===== src/rtl/imu_stream_pkg.sv =====
// Shared definitions for the IMU BRAM-to-UART streaming path: sync marker,
// streamer FSM states and the baud divisor helper.
package imu_stream_pkg;

  localparam logic [7:0] SYNC_BYTE = 8'hA5;

  typedef enum logic [3:0] {
    ST_IDLE,
    ST_SYNC,
    ST_FETCH,
    ST_WAIT_RD,
    ST_BYTES,
    ST_CKSUM,
    ST_FLUSH,
    ST_FIN,
    ST_STOP,
    ST_ABORT
  } state_t;

  // Rounded clock cycles per UART bit.
  function automatic int clks_per_bit(input int clk_freq, input int baud);
    return (clk_freq + baud / 2) / baud;
  endfunction

endpackage


===== src/rtl/uart_tx_byte.sv =====
// 8N1 UART byte transmitter with a valid/ready byte handshake.
// tx_ready is also high in the last cycle of the stop bit, so a byte offered
// then starts its start bit immediately with no idle bit in between.
module uart_tx_byte #(
  parameter int CLKS_PER_BIT = 1085
) (
  input  logic       clk,
  input  logic       rst,
  input  logic       tx_valid,
  input  logic [7:0] tx_data,
  output logic       tx_ready,
  output logic       tx
);

  localparam int CNT_W = (CLKS_PER_BIT > 1) ? $clog2(CLKS_PER_BIT) : 1;
  localparam logic [CNT_W-1:0] CNT_MAX = CNT_W'(CLKS_PER_BIT - 1);

  logic [9:0]       shreg;
  logic [3:0]       bit_idx;
  logic [CNT_W-1:0] clk_cnt;
  logic             running;
  logic             last_tick;

  assign last_tick = running && (bit_idx == 4'd9) && (clk_cnt == CNT_MAX);
  assign tx_ready  = !running || last_tick;
  assign tx        = shreg[0];

  // Load {stop, data, start} on a handshake, then shift one bit per bit period.
  always_ff @(posedge clk) begin
    if (rst) begin
      shreg   <= '1;
      bit_idx <= '0;
      clk_cnt <= '0;
      running <= 1'b0;
    end else if (tx_valid && tx_ready) begin
      shreg   <= {1'b1, tx_data, 1'b0};
      bit_idx <= '0;
      clk_cnt <= '0;
      running <= 1'b1;
    end else if (running) begin
      if (clk_cnt == CNT_MAX) begin
        clk_cnt <= '0;
        shreg   <= {1'b1, shreg[9:1]};
        if (bit_idx == 4'd9) begin
          running <= 1'b0;
          bit_idx <= '0;
        end else begin
          bit_idx <= bit_idx + 1'b1;
        end
      end else begin
        clk_cnt <= clk_cnt + 1'b1;
      end
    end
  end

endmodule


===== src/rtl/imu_bram_uart_streamer.sv =====
// Streams N_CH-word frames from a circular BRAM region out of an 8N1 UART:
// sync byte, words MSB byte first, and a trailing XOR checksum of all word bytes.
module imu_bram_uart_streamer
  import imu_stream_pkg::*;
#(
  parameter int ADDR_W   = 13,
  parameter int DATA_W   = 16,
  parameter int N_CH     = 6,
  parameter int BRAM_LAT = 1,
  parameter int CLK_FREQ = 125000000,
  parameter int BAUD     = 115200
) (
  input  logic              clk,
  input  logic              rst,
  input  logic              start,
  input  logic              active_bit,
  input  logic [ADDR_W-1:0] start_addr,
  input  logic [15:0]       num_frames,
  input  logic [DATA_W-1:0] data_bram,
  output logic [ADDR_W-1:0] addr_bram,
  output logic              en_bram,
  output logic              tx_uart,
  output logic              busy,
  output logic              done,
  output logic              aborted
);

  localparam int CPB     = clks_per_bit(CLK_FREQ, BAUD);
  localparam int N_BYTES = DATA_W / 8;
  localparam int WORD_W  = (N_CH > 1) ? $clog2(N_CH) : 1;
  localparam int BYTE_W  = (N_BYTES > 1) ? $clog2(N_BYTES) : 1;
  localparam logic [WORD_W-1:0] LAST_WORD = WORD_W'(N_CH - 1);
  localparam logic [BYTE_W-1:0] LAST_BYTE = BYTE_W'(N_BYTES - 1);
  localparam logic [1:0]        LAST_LAT  = 2'(BRAM_LAT - 1);

  state_t              state;
  state_t              next_state;
  logic                start_q;
  logic                start_edge;
  logic [ADDR_W-1:0]   ptr;
  logic [15:0]         frames_left;
  logic [WORD_W-1:0]   word_idx;
  logic [BYTE_W-1:0]   byte_idx;
  logic [1:0]          lat_cnt;
  logic [DATA_W-1:0]   word_r;
  logic [7:0]          cks;
  logic                tx_valid;
  logic [7:0]          tx_data;
  logic                tx_ready;
  logic                tx_fire;

  assign start_edge = start & ~start_q;
  assign tx_fire    = tx_valid & tx_ready;
  assign addr_bram  = ptr;

  // State register.
  always_ff @(posedge clk) begin
    if (rst) state <= ST_IDLE;
    else     state <= next_state;
  end

  // Next-state and output decode; a dropped active_bit diverts to STOP, which
  // lets the byte already handed to the transmitter finish before aborting.
  always_comb begin
    next_state = state;
    tx_valid   = 1'b0;
    tx_data    = SYNC_BYTE;
    en_bram    = 1'b0;
    busy       = 1'b1;
    done       = 1'b0;
    aborted    = 1'b0;
    case (state)
      ST_IDLE: begin
        busy = 1'b0;
        if (start_edge && active_bit) next_state = ST_SYNC;
      end
      ST_SYNC: begin
        if (frames_left == 16'd0) begin
          next_state = ST_FIN;
        end else begin
          tx_valid = active_bit;
          tx_data  = SYNC_BYTE;
          if (tx_fire) next_state = ST_FETCH;
        end
      end
      ST_FETCH: begin
        en_bram    = 1'b1;
        next_state = ST_WAIT_RD;
      end
      ST_WAIT_RD: begin
        if (lat_cnt == LAST_LAT) next_state = ST_BYTES;
      end
      ST_BYTES: begin
        tx_valid = active_bit;
        tx_data  = word_r[DATA_W-1 -: 8];
        if (tx_fire && byte_idx == LAST_BYTE) begin
          if (word_idx != LAST_WORD)      next_state = ST_FETCH;
          else if (frames_left == 16'd1)  next_state = ST_CKSUM;
          else                            next_state = ST_SYNC;
        end
      end
      ST_CKSUM: begin
        tx_valid = active_bit;
        tx_data  = cks;
        if (tx_fire) next_state = ST_FLUSH;
      end
      ST_FLUSH: begin
        if (tx_ready) next_state = ST_FIN;
      end
      ST_FIN: begin
        busy       = 1'b0;
        done       = 1'b1;
        next_state = ST_IDLE;
      end
      ST_STOP: begin
        if (tx_ready) next_state = ST_ABORT;
      end
      ST_ABORT: begin
        busy       = 1'b0;
        aborted    = 1'b1;
        next_state = ST_IDLE;
      end
      default: begin
        busy       = 1'b0;
        next_state = ST_IDLE;
      end
    endcase
    // FLUSH is excluded: every byte has been handed over, so it completes normally.
    if (!active_bit &&
        (state inside {ST_SYNC, ST_FETCH, ST_WAIT_RD, ST_BYTES, ST_CKSUM}))
      next_state = ST_STOP;
  end

  // Datapath: start edge detect, read pointer, frame/word/byte counters, checksum.
  always_ff @(posedge clk) begin
    if (rst) begin
      start_q     <= 1'b0;
      ptr         <= '0;
      frames_left <= '0;
      word_idx    <= '0;
      byte_idx    <= '0;
      lat_cnt     <= '0;
      word_r      <= '0;
      cks         <= '0;
    end else begin
      start_q <= start;
      case (state)
        ST_IDLE: begin
          if (start_edge && active_bit) begin
            ptr         <= start_addr;
            frames_left <= num_frames;
            word_idx    <= '0;
            byte_idx    <= '0;
            lat_cnt     <= '0;
            cks         <= '0;
          end
        end
        ST_FETCH: ptr <= ptr + 1'b1;
        ST_WAIT_RD: begin
          if (lat_cnt == LAST_LAT) begin
            word_r  <= data_bram;
            lat_cnt <= '0;
          end else begin
            lat_cnt <= lat_cnt + 1'b1;
          end
        end
        ST_BYTES: begin
          if (tx_fire) begin
            word_r <= word_r << 8;
            cks    <= cks ^ tx_data;
            if (byte_idx == LAST_BYTE) begin
              byte_idx <= '0;
              if (word_idx == LAST_WORD) begin
                word_idx    <= '0;
                frames_left <= frames_left - 1'b1;
              end else begin
                word_idx <= word_idx + 1'b1;
              end
            end else begin
              byte_idx <= byte_idx + 1'b1;
            end
          end
        end
        default: ;
      endcase
    end
  end

  uart_tx_byte #(.CLKS_PER_BIT(CPB)) u_tx (
    .clk      (clk),
    .rst      (rst),
    .tx_valid (tx_valid),
    .tx_data  (tx_data),
    .tx_ready (tx_ready),
    .tx       (tx_uart)
  );

endmodule

===== config.mk =====
export PLATFORM = sky130hd
export DESIGN_NAME = imu_bram_uart_streamer
export DESIGN_NICKNAME = d
export VERILOG_FILES = /design/src/rtl/imu_stream_pkg.sv /design/src/rtl/uart_tx_byte.sv /design/src/rtl/imu_bram_uart_streamer.sv
export SDC_FILE = /design/constraint.sdc
export NUM_CORES = 1
export LEC_CHECK = 0
export CORE_ASPECT_RATIO = 1.75
export CORE_MARGIN = 4
export CORE_UTILIZATION = 48
export CTS_CLUSTER_DIAMETER = 40
export DETAILED_ROUTE_END_ITERATION = 10
export PLACE_DENSITY = 0.72
export SYNTH_ARGS = -nofsm -noshare
export SYNTH_HDL_FRONTEND = slang
export SYNTH_SLANG_ARGS = --single-unit

===== constraint.sdc =====
create_clock -name clk -period 2.63 [get_ports clk]
set_input_delay 0.263 -clock clk [delete_from_list [all_inputs] [get_ports clk]]
set_output_delay 0.263 -clock clk [all_outputs]
set_load 0.01 [all_outputs]

sizing.png
The bar under the picture is 20 um long.
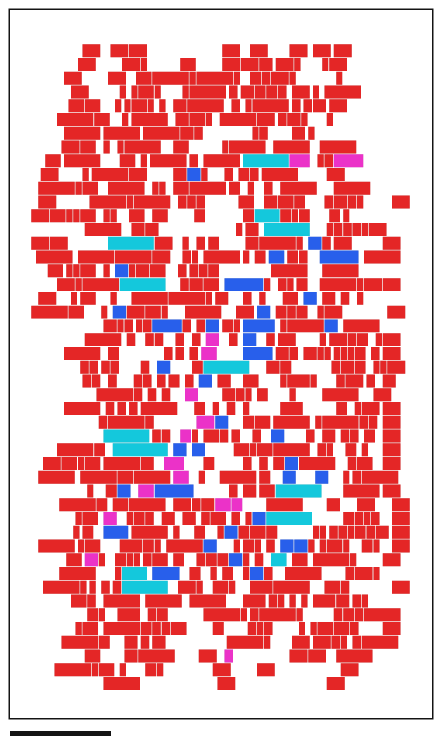
Key: x6 and larger = cyan [cells 13]; x2 = magenta [cells 15]; x3 and x4 = blue [cells 35]; x1 and smaller = red [cells 597]

clock_nets.png
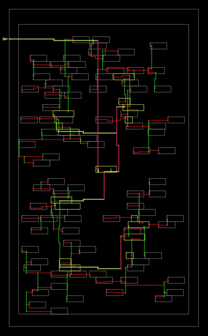
clk sink count: 89
registers: 89

class_map.png
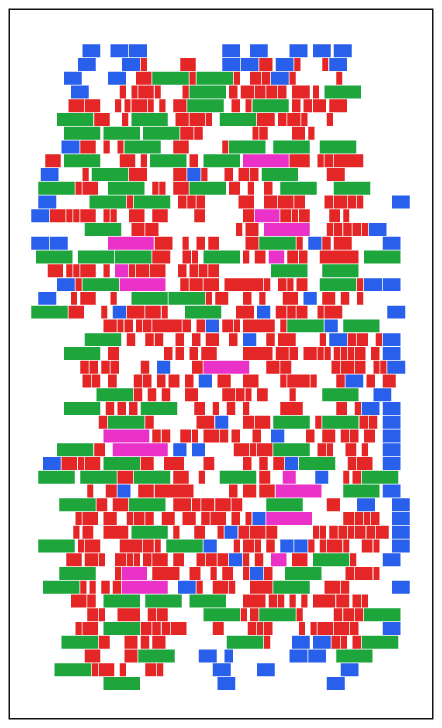
Key: registers = green [cells 89, share of their area 31%]; clock drivers and dummy loads = magenta [cells 16, share of their area 5.5%]; remaining logic cells = red [cells 465, share of their area 49%]; remaining buffers and delay cells = blue [cells 90, share of their area 15%]

==> run notes <==
fresh numbers from the pnr run: Yosys Chip Area 4780 um^2, status finished clean, largest net degree at the start of global routing 34, cell depth of the worst flop-to-flop path 7, final setup fails 0, dpl hpwl 9300 um, Die Size between 10000 and 15000 um^2, Worst-Margin Slew roughly 0.98 ns, core area approximately 9600 um^2, top cell category logic gates, Post-synth ARST share 0, unrepaired setup endpoints after global routing no, HP Class in -> reg, Clk power between 1 and 1.5 mW, post-layout min period 2.46 ns, nonclk inv count 9, Pins Over Slew Limit 0, Seq/Total Area, Yosys 0.373, register area around 1800 um^2, flops out of synthesis slightly below 90, Gate power share 0.399, number of routed nets with antenna violations 0, uppermost routed layer met4, die height 140 um
clock_wires.png
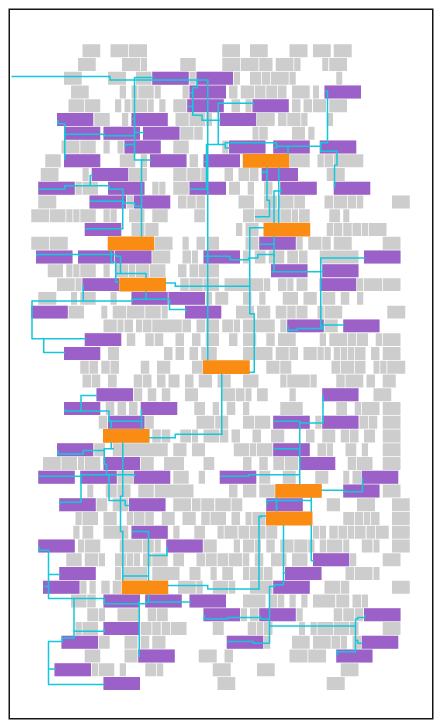
Key: clock-net drivers = orange [count 9]; flip-flops = purple [count 89]; clock wires = cyan [length 1120 um]
Position of the flops: all over the die.

ff_map.png
The bar under the picture is 20 um long. Other sequential cells in the stronger gray, the rest of the logic in the fainter gray.
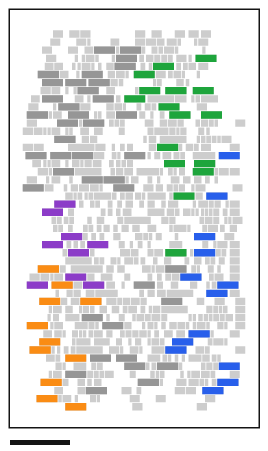
Key: u_tx.clk_cnt = orange [placed flops 11, where south-west]; addr_bram = blue [placed flops 13]; u_tx.shreg = purple [placed flops 9, where west]; frames_left = green [placed flops 16]

==> worst max-delay path, cell delays in order, from the launching register on <==
cell and delay [ns]:
dfxtp_1 0.34, or4b_4 0.58, nor4_4 0.41, or2_1 0.32
and2_1 0.21, buf_4 0.19, o21ai_0 0.11, o21ai_0 0.21
==> through the flow <==
step / worst slack, ns / std cells / cell area [um^2]
after floorplan: 0.456 / 591 / 4780
after global placement: 0.197 / 766 / 5590
after detailed placement: 0.0907 / 766 / 5590
after CTS: 0.179 / 782 / 5900
after global routing: 0.0419 / 782 / 5900
final: 0.170 / 782 / 5900
Power figures rest on the tool's default switching activity, not on a simulated workload.
